`src/rtl/seg7_score_ctrl_if.sv`:
```
// seg7_score_ctrl_if: score-update valid/ready handshake between game logic and the display controller
interface seg7_score_ctrl_if;
    logic        upd_valid;
    logic [13:0] upd_value;
    logic        upd_ready;
    modport master (output upd_valid, output upd_value, input upd_ready);
    modport slave (input upd_valid, input upd_value, output upd_ready);
endinterface

```
`src/rtl/seg7_score_ctrl.sv`:
```
// seg7_score_ctrl: binary-to-BCD score sequencer with scan prescaler, leading-zero blanking and blink
module seg7_score_ctrl #(
    parameter int SCAN_DIV  = 12500,
    parameter int BLINK_DIV = 256,
    parameter bit BLANK_LZ  = 1'b1
) (
    input  logic              CLK,
    input  logic              CLR,
    seg7_score_ctrl_if.slave  upd,
    input  logic              blink_en,
    output logic              scan_tick,
    output logic              busy,
    output logic [3:0]        dig0,
    output logic [3:0]        dig1,
    output logic [3:0]        dig2,
    output logic [3:0]        dig3
);
    localparam int SW = $clog2(SCAN_DIV);
    localparam int BW = BLINK_DIV > 1 ? $clog2(BLINK_DIV) : 1;
    localparam logic [15:0] RST_DIG = BLANK_LZ ? 16'hFFF0 : 16'h0000;
    typedef enum logic [1:0] {IDLE, LOAD, SHIFT, COMMIT} state_t;
    state_t        state, state_n;
    logic [13:0]   bin, bin_n;
    logic [15:0]   bcd, bcd_n, adj, blanked;
    logic [15:0]   stored, stored_n;
    logic [3:0]    cnt, cnt_n;
    logic [SW-1:0] pre, pre_n;
    logic [BW-1:0] bcnt, bcnt_n;
    logic          phase, phase_n;
    logic          blink_wrap, z3, z2, z1;
    // add-3 correction of every BCD nibble that is 5 or more, ahead of the shift
    always_comb begin
        adj = bcd;
        for (int i = 0; i < 4; i++)
            adj[4*i +: 4] = bcd[4*i +: 4] >= 4'd5 ? bcd[4*i +: 4] + 4'd3 : bcd[4*i +: 4];
    end
    // leading zeros are blanked from the thousands digit downward; ones digit always shows
    always_comb begin
        z3 = bcd[15:12] == 4'd0;
        z2 = z3 && bcd[11:8] == 4'd0;
        z1 = z2 && bcd[7:4] == 4'd0;
        blanked = {BLANK_LZ && z3 ? 4'hF : bcd[15:12],
                   BLANK_LZ && z2 ? 4'hF : bcd[11:8],
                   BLANK_LZ && z1 ? 4'hF : bcd[7:4],
                   bcd[3:0]};
    end
    // conversion FSM next state and datapath
    always_comb begin
        state_n  = state;
        bin_n    = bin;
        bcd_n    = bcd;
        cnt_n    = cnt;
        stored_n = stored;
        case (state)
            IDLE: if (upd.upd_valid) begin
                bin_n   = upd.upd_value;
                state_n = LOAD;
            end
            LOAD: begin
                bin_n   = bin > 14'd9999 ? 14'd9999 : bin;
                bcd_n   = '0;
                cnt_n   = 4'd14;
                state_n = SHIFT;
            end
            SHIFT: begin
                {bcd_n, bin_n} = {adj, bin} << 1;
                cnt_n   = cnt - 4'd1;
                state_n = cnt == 4'd1 ? COMMIT : SHIFT;
            end
            default: begin
                stored_n = blanked;
                state_n  = IDLE;
            end
        endcase
    end
    // free-running scan prescaler and blink phase tracking
    always_comb begin
        pre_n      = pre == SW'(SCAN_DIV - 1) ? '0 : pre + 1'b1;
        blink_wrap = scan_tick && bcnt == BW'(BLINK_DIV - 1);
        bcnt_n     = !blink_en ? '0 : !scan_tick ? bcnt : blink_wrap ? '0 : bcnt + 1'b1;
        phase_n    = blink_en && (phase ^ blink_wrap);
    end
    // state and registered outputs; CLR overrides everything
    always_ff @(posedge CLK) begin
        if (CLR) begin
            state                    <= IDLE;
            bin                      <= '0;
            bcd                      <= '0;
            cnt                      <= '0;
            stored                   <= RST_DIG;
            pre                      <= '0;
            bcnt                     <= '0;
            phase                    <= 1'b0;
            scan_tick                <= 1'b0;
            busy                     <= 1'b0;
            upd.upd_ready            <= 1'b1;
            {dig3, dig2, dig1, dig0} <= RST_DIG;
        end else begin
            state                    <= state_n;
            bin                      <= bin_n;
            bcd                      <= bcd_n;
            cnt                      <= cnt_n;
            stored                   <= stored_n;
            pre                      <= pre_n;
            bcnt                     <= bcnt_n;
            phase                    <= phase_n;
            scan_tick                <= pre_n == SW'(SCAN_DIV - 1);
            busy                     <= state_n != IDLE;
            upd.upd_ready            <= state_n == IDLE;
            {dig3, dig2, dig1, dig0} <= phase_n ? 16'hFFFF : stored_n;
        end
    end
endmodule
```
`src/flat_wrapper.sv`:
```
// flat-port wrapper written by rule: the top's interface ports become plain ports
module seg7_score_ctrl_flat 
#(
    parameter int SCAN_DIV  = 12500,
    parameter int BLINK_DIV = 256,
    parameter bit BLANK_LZ  = 1'b1
)
  (CLK, CLR, blink_en, scan_tick, busy, dig0, dig1, dig2, dig3, upd_upd_valid, upd_upd_value, upd_upd_ready);
  seg7_score_ctrl_if upd_i ();
  input  logic CLK;
  input  logic CLR;
  input  logic blink_en;
  output logic scan_tick;
  output logic busy;
  output logic [3:0] dig0;
  output logic [3:0] dig1;
  output logic [3:0] dig2;
  output logic [3:0] dig3;
  input wire logic [$bits(upd_i.upd_valid)-1:0] upd_upd_valid;
  input wire logic [$bits(upd_i.upd_value)-1:0] upd_upd_value;
  output wire logic [$bits(upd_i.upd_ready)-1:0] upd_upd_ready;
  assign upd_i.upd_valid = upd_upd_valid;
  assign upd_i.upd_value = upd_upd_value;
  assign upd_upd_ready = upd_i.upd_ready;
  seg7_score_ctrl #(.SCAN_DIV(SCAN_DIV), .BLINK_DIV(BLINK_DIV), .BLANK_LZ(BLANK_LZ)) u_core (.CLK(CLK), .CLR(CLR), .upd(upd_i), .blink_en(blink_en), .scan_tick(scan_tick), .busy(busy), .dig0(dig0), .dig1(dig1), .dig2(dig2), .dig3(dig3));
endmodule
```
`config.mk`:
```
export PLATFORM = sky130hd
export DESIGN_NAME = seg7_score_ctrl_flat
export DESIGN_NICKNAME = d
export VERILOG_FILES = /design/src/rtl/seg7_score_ctrl_if.sv /design/src/rtl/seg7_score_ctrl.sv /design/src/flat_wrapper.sv
export SDC_FILE = /design/constraint.sdc
export NUM_CORES = 1
export LEC_CHECK = 0
export CAP_MARGIN = 20
export CELL_PAD_IN_SITES_DETAIL_PLACEMENT = 0
export CELL_PAD_IN_SITES_GLOBAL_PLACEMENT = 2
export CORE_MARGIN = 3
export CORE_UTILIZATION = 35
export DETAILED_ROUTE_END_ITERATION = 6
export PLACE_DENSITY = 0.81
export SYNTH_ARGS = -nofsm -noshare
export SYNTH_HDL_FRONTEND = slang
export SYNTH_SLANG_ARGS = --single-unit
```
`constraint.sdc`:
```
create_clock -name CLK -period 2.69 [get_ports CLK]
set_clock_uncertainty 0.2 [all_clocks]
set_input_delay 0.538 -clock CLK [delete_from_list [all_inputs] [get_ports CLK]]
set_output_delay 0.538 -clock CLK [all_outputs]
set_load 0.05 [all_outputs]
```
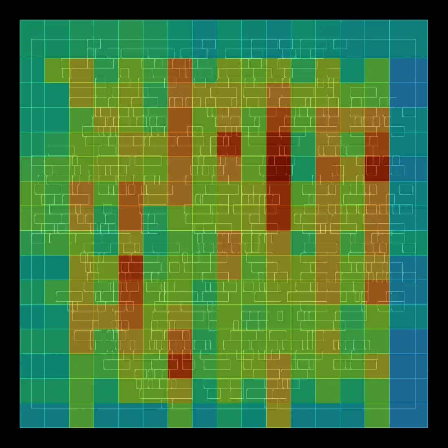
Fig. 1. Track usage over the die (run 1).
WL per Instance: 13.9 um
Core Util, Final: 0.447
GR Util met1: 0.180

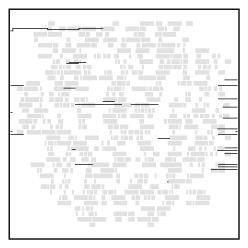
Fig. 2. Signal wires on met3 (run 1).
Scale: 2 px per um. Cells faint in the background.
share of all routed wire = 2.9%
nets with wire on the layer = 22
wire length on this layer = 255 um
longest straight run = 23.2 um
main direction = horizontal

==> run summary, run 1 <==
run results: status=finished clean, syn_area_per_cell=9.06 sq um, crit path buf inv count=1, flip-flops with a built-in enable=0, Hold Crit Endpoint=u_core.stored[6], Post-synth area hogs=dfxtp_1, ha_1, nor2_1, Fmax achieved=423 MHz, Die Y=114 um, MaxCap Viol Count=0, # DRC=0, biggest regs=u_core.bcd (16), u_core.stored (16), Post-Place Worst Slack=0.306 ns, clock root buffer master=clkbuf_16, part of the cycle the worst path needs=0.878, Critical path destination=scan_tick, Slew HR=0.541, RSZ-0062 raised after global routing=false, # fillers=1106, Simple Share, Synth=0.212, r2r worst-path depth=5, cell type with the largest total area=dfxtp_1, Slew @ Worst Pin=0.679 ns, Metal-1 WL=4260 um, Hold Slack=0.278 ns, xor+xnor area frac=0.0535, Pre-antenna DRT Iters=4, data required time of the worst path=1.95 ns, routability cong.=0.765, Post-Syn Area=4100 sq um, initial core utilization=0.368, DR WL met3=254 um, largest net degree at the start of global routing=27, die x size=114 um, Top Ports=37, Final WS setup=0.329 ns, final setup vio count=0, Complex Gates by Area=0.166, Post-Syn Instances=452, most frequent cells in the layout=dfxtp_1, nor2_1, a21oi_1, share of cells above drive strength 1=0.0785, # rows=38, met3 Usage GRT=0.0280, yosys cell count=452, maximum VDD drop=0.000271 V, Final HPWL DP=6130 um, Layout Nets=528, cts bufs inserted=9, Final Total Pwr=3.37 mW, Ys Warns=0, Leak=1.84 nW, PD cells=677 nW/um^2, Crit path depth=1, met2 routed WL=4200 um, vias in the first global route=3270, drt via density=5.04, Hold-fix buffers, CTS=0, postcts setup bufs=0, Die Area=13000 sq um, Worst Setup Start Kind=flip-flop, Worst Hold Path Cells=1, fin crit period=2.36 ns, PortBufs=36, reg2reg end=u_core.bin[1], Clock transition at path regs=0.06 ns, post-synthesis mux area share=0.0171, crit-path cells=clkdlybuf4s50_1, Layout Cells excl Fill=637, ys flops=94, first-pass GRT wire length=15300 um, post-route cell area=4970 sq um, top_reg_cell synth=dfxtp_1, HP Class=reg -> reg, hold path start=u_core.stored[6], gr busiest metal=met2, Post-Synth Adder-Cell Area=0.0550, clk sinks=94, Post-CTS Resized=0, FF-to-FF Start=u_core.state[0], Final ANT Viol Nets=0, yosys stat chip area=4100 sq um, # H-tree levels=3, area grow syn2layout=21.4%, number of antenna diodes=0, final hold vios=0, GRT met2 Usage=0.246, CP Class=reg -> out, Remaining Overflow, GRT=0, R2R Setup Slk=0.37 ns, post-synthesis net count=488, Slew Viols, Final=0, Log Warnings=36, post-synthesis async set-or-reset flop share=0, Unique cell types=48, Iteration-0 DRC Markers=176, Synth Seq Share=0.459, initial antenna violation count=0, core region area=11100 sq um, Worst path slowest cell=clkdlybuf4s50_1, Worst path max stage delay=0.85 ns, comb area leader=simple AND/OR/NAND/NOR gates, Worst setup startpoint=u_core.scan_tick, Skew-Pair Late Insertion Delay=0.34 ns, TritonCTS clock tree=yes, # placed instances=621, critical path arrival=1.62 ns, Crit Path Max Fanout=8, most frequent logic cell in the layout=dfxtp_1, CTS Buffer Depth=2, most instantiated cells after synthesis=dfxtp_1, nor2_1, a21oi_1, nand2_1, nand2b_1, placed cell area=4650 sq um, Top delay family on crit path=buffers and inverters, top layer in use=met4, leading cell type by number of instances after synthesis=dfxtp_1, Fin Setup TNS=0 ns, Yosys top cell area share=0.459, Critical Path End Type=output port
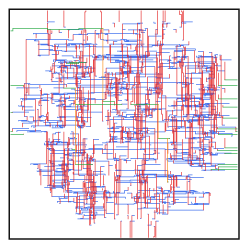
Fig. 3. Signal wires by layer (run 1).
Scale: 2 px per um.
met1 -> blue  # wire length 4260 um
met3 -> green  # wire length 255 um
met2 -> red  # wire length 4200 um
met4 -> orange  # wire length 114 um
GRT Total Usage: 0.144
drt total wl: 8830 um
vias post-DR: 3210

run 1: power breakdown:
part           leakage (nW)  total, mW  internal [mW]  switching (mW)
combinational         0.911      0.499          0.197           0.303
sequential            0.764       1.54           1.48          0.0619
clock                 0.162       1.33          0.819           0.509
total                  1.84       3.37           2.49           0.874
run 1: area by class of cell:
type | instances | area [sq um] | share of cell area
Multi-Input combinational cell | 319 | 2070 | 0.415
Timing Repair Buffer | 49 | 458 | 0.0921
Clock inverter | 3 | 40.0 | 0.00805
Clock buffer | 13 | 280 | 0.0564
Inverter | 19 | 71.3 | 0.0143
Tap cell | 140 | 175 | 0.0352
Sequential cell | 94 | 1880 | 0.378
--- run 2 (diff from run 1) ---
- CORE_UTILIZATION: 35 -> 37
- CTS_BUF_LIST: not set -> sky130_fd_sc_hd__clkbuf_8
- PLACE_DENSITY: 0.81 -> 0.85
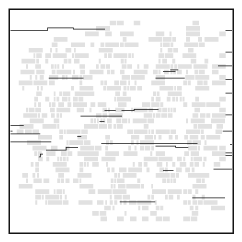
Fig. 4. Signal wires on met3 (run 2).
Scale: 2 px per um. Cells faint in the background.
longest straight run = 47.8 um
wire length on this layer = 345 um
share of all routed wire = 4.0%
main direction = horizontal
nets with wire on the layer = 25
drt total wl: 8550 um
vias post-DR: 3172
met3 Usage GRT: 0.0388

==> run summary, run 2 <==
run results: Die Area=12400 sq um (-5.1%), # H-tree levels=3 (unchanged), Slew @ Worst Pin=0.681 ns (+0.00171 ns), die x size=111 um (-2.6%), core region area=10600 sq um (-5.1%), Iteration-0 DRC Markers=160 (-9.1%), Slew Viols, Final=0 (unchanged), Slew HR=0.540 (-0.00116), number of antenna diodes=0 (unchanged), # fillers=1050 (-5.1%), Post-Syn Instances=452 (unchanged), most instantiated cells after synthesis=dfxtp_1, nor2_1, a21oi_1, nand2_1, nand2b_1, postcts setup bufs=0 (unchanged), routability cong.=0.795 (+4.0%), maximum VDD drop=0.000573 V (+110%), TritonCTS clock tree=yes, CP Class=reg -> out, vias in the first global route=3113 (-4.8%), Post-Syn Area=4100 sq um (unchanged), Clock transition at path regs=0.09 ns (+0.03 ns), most frequent cells in the layout=dfxtp_1, nor2_1, a21oi_1, buffering overhead=0.0914 (-0.000697), WL per Instance=13.6 um (-2.2%), Simple Share, Synth=0.212 (unchanged), Worst path max stage delay=0.87 ns (+0.02 ns), biggest regs=u_core.bcd (16), u_core.stored (16), top_reg_cell synth=dfxtp_1, drt via density=5.03 (-0.24%), Layout Nets=526 (-0.38%), part of the cycle the worst path needs=0.917 (+0.0389), crit path buf inv count=1 (unchanged), FF+latch area=1880 sq um (unchanged), Yosys top cell area share=0.459 (unchanged), Layout Cells excl Fill=631 (-0.94%), Skew-Pair Late Insertion Delay=0.36 ns (+0.02 ns), Clock Buffer Count=9 (-4), Tap Cells=136 (-2.9%), RSZ-0062 raised after global routing=false, Remaining Overflow, GRT=0 (unchanged), Core Util, Final=0.459 (+0.0122), hold path start=u_core.stored[15], HP Class=reg -> reg, final setup vio count=0 (unchanged), post-synthesis net count=488 (unchanged), dominant class by area=logic gates, Final clock-cell share=0.0442 (-0.0203), GRT Total Usage=0.146 (+0.00165), Pre-antenna DRT Iters=4 (unchanged), Final WS setup=0.224 ns (-0.105 ns), Complex Gates by Area=0.166 (unchanged), post-synthesis mux area share=0.0171 (unchanged), cell type with the largest total area=dfxtp_1, cts bufs inserted=9 (unchanged), # DRC=0 (unchanged), Hold-fix buffers, CTS=0 (unchanged), Fin Setup TNS=0 ns (unchanged), # rows=37 (-2.6%), first-pass GRT wire length=14900 um (-2.6%), Top delay family on crit path=buffers and inverters, critical path arrival=1.73 ns (+0.11 ns), flop count=94 (unchanged), most frequent logic cell in the layout=dfxtp_1, Hold Slack=0.277 ns (-0.000544 ns), PortBufs=36 (unchanged), largest net degree at the start of global routing=29 (+7.4%), logic share of the area=0.426 (+0.0108), Final Total Pwr=3.03 mW (-9.9%), FF-to-FF Start=u_core.pre[0], yosys cell count=452 (unchanged), Post-Synth Adder-Cell Area=0.0550 (unchanged), count of non-CTS buffers in the layout=47 (-4.1%), Die Y=111 um (-2.6%), placed cell area=4630 sq um (-0.43%), final hold vios=0 (unchanged), xor+xnor area frac=0.0535 (unchanged), number of logic gates=319 (unchanged), flip-flops with a built-in enable=0 (unchanged), fin crit period=2.47 ns (+0.105 ns), Synth Seq Share=0.459 (unchanged), Post-CTS Resized=0 (unchanged), Top Ports=37 (unchanged), MaxCap Viol Count=0 (unchanged), initial core utilization=0.388 (+0.0199), syn_area_per_cell=9.06 sq um (unchanged), initial antenna violation count=0 (unchanged), Log Warnings=36 (unchanged), comb area leader=simple AND/OR/NAND/NOR gates, share of cells above drive strength 1=0.0727 (-0.00574), CTS Buffer Depth=2 (unchanged), Unique cell types=48 (unchanged), Final ANT Viol Nets=0 (unchanged), Leak=1.78 nW (-3.3%), yosys stat chip area=4100 sq um (unchanged), status=finished clean, Crit Path Max Fanout=8 (unchanged), leading cell type by number of instances after synthesis=dfxtp_1, crit-path cells=clkdlybuf4s50_1, Worst Setup Start Kind=flip-flop
[run 2: cell counts after synthesis]
No cell type changed its count.
[run 2: metal layers]
metal	routed length (um)	vias to the layer above	part of all wire	GRT usage
met1	4250	1469	0.50	0.198
met4	104	0	0.012	0.0454
li1	-	1651	-	-
met3	344	8	0.040	0.0388
met5	0	-	0	0
met2	3860	44	0.45	0.225
[run 2: power breakdown]
| part | switching [mW] | internal [mW] |
|---|---|---|
| clock | 0.485 | 0.519 |
| combinational | 0.299 | 0.194 |
| sequential | 0.0611 | 1.47 |
[run 2: path summary, 6_finish.rpt]
check             slack, ns           endpoint  cells past startpoint
setup reg to reg       0.46   u_core.scan_tick                      6
hold / removal         0.28  u_core.stored[15]                      2
setup / recovery       0.22          scan_tick                      1
hold reg to reg        0.28  u_core.stored[15]                      2
Power figures rest on the tool's default switching activity, not on a simulated workload.
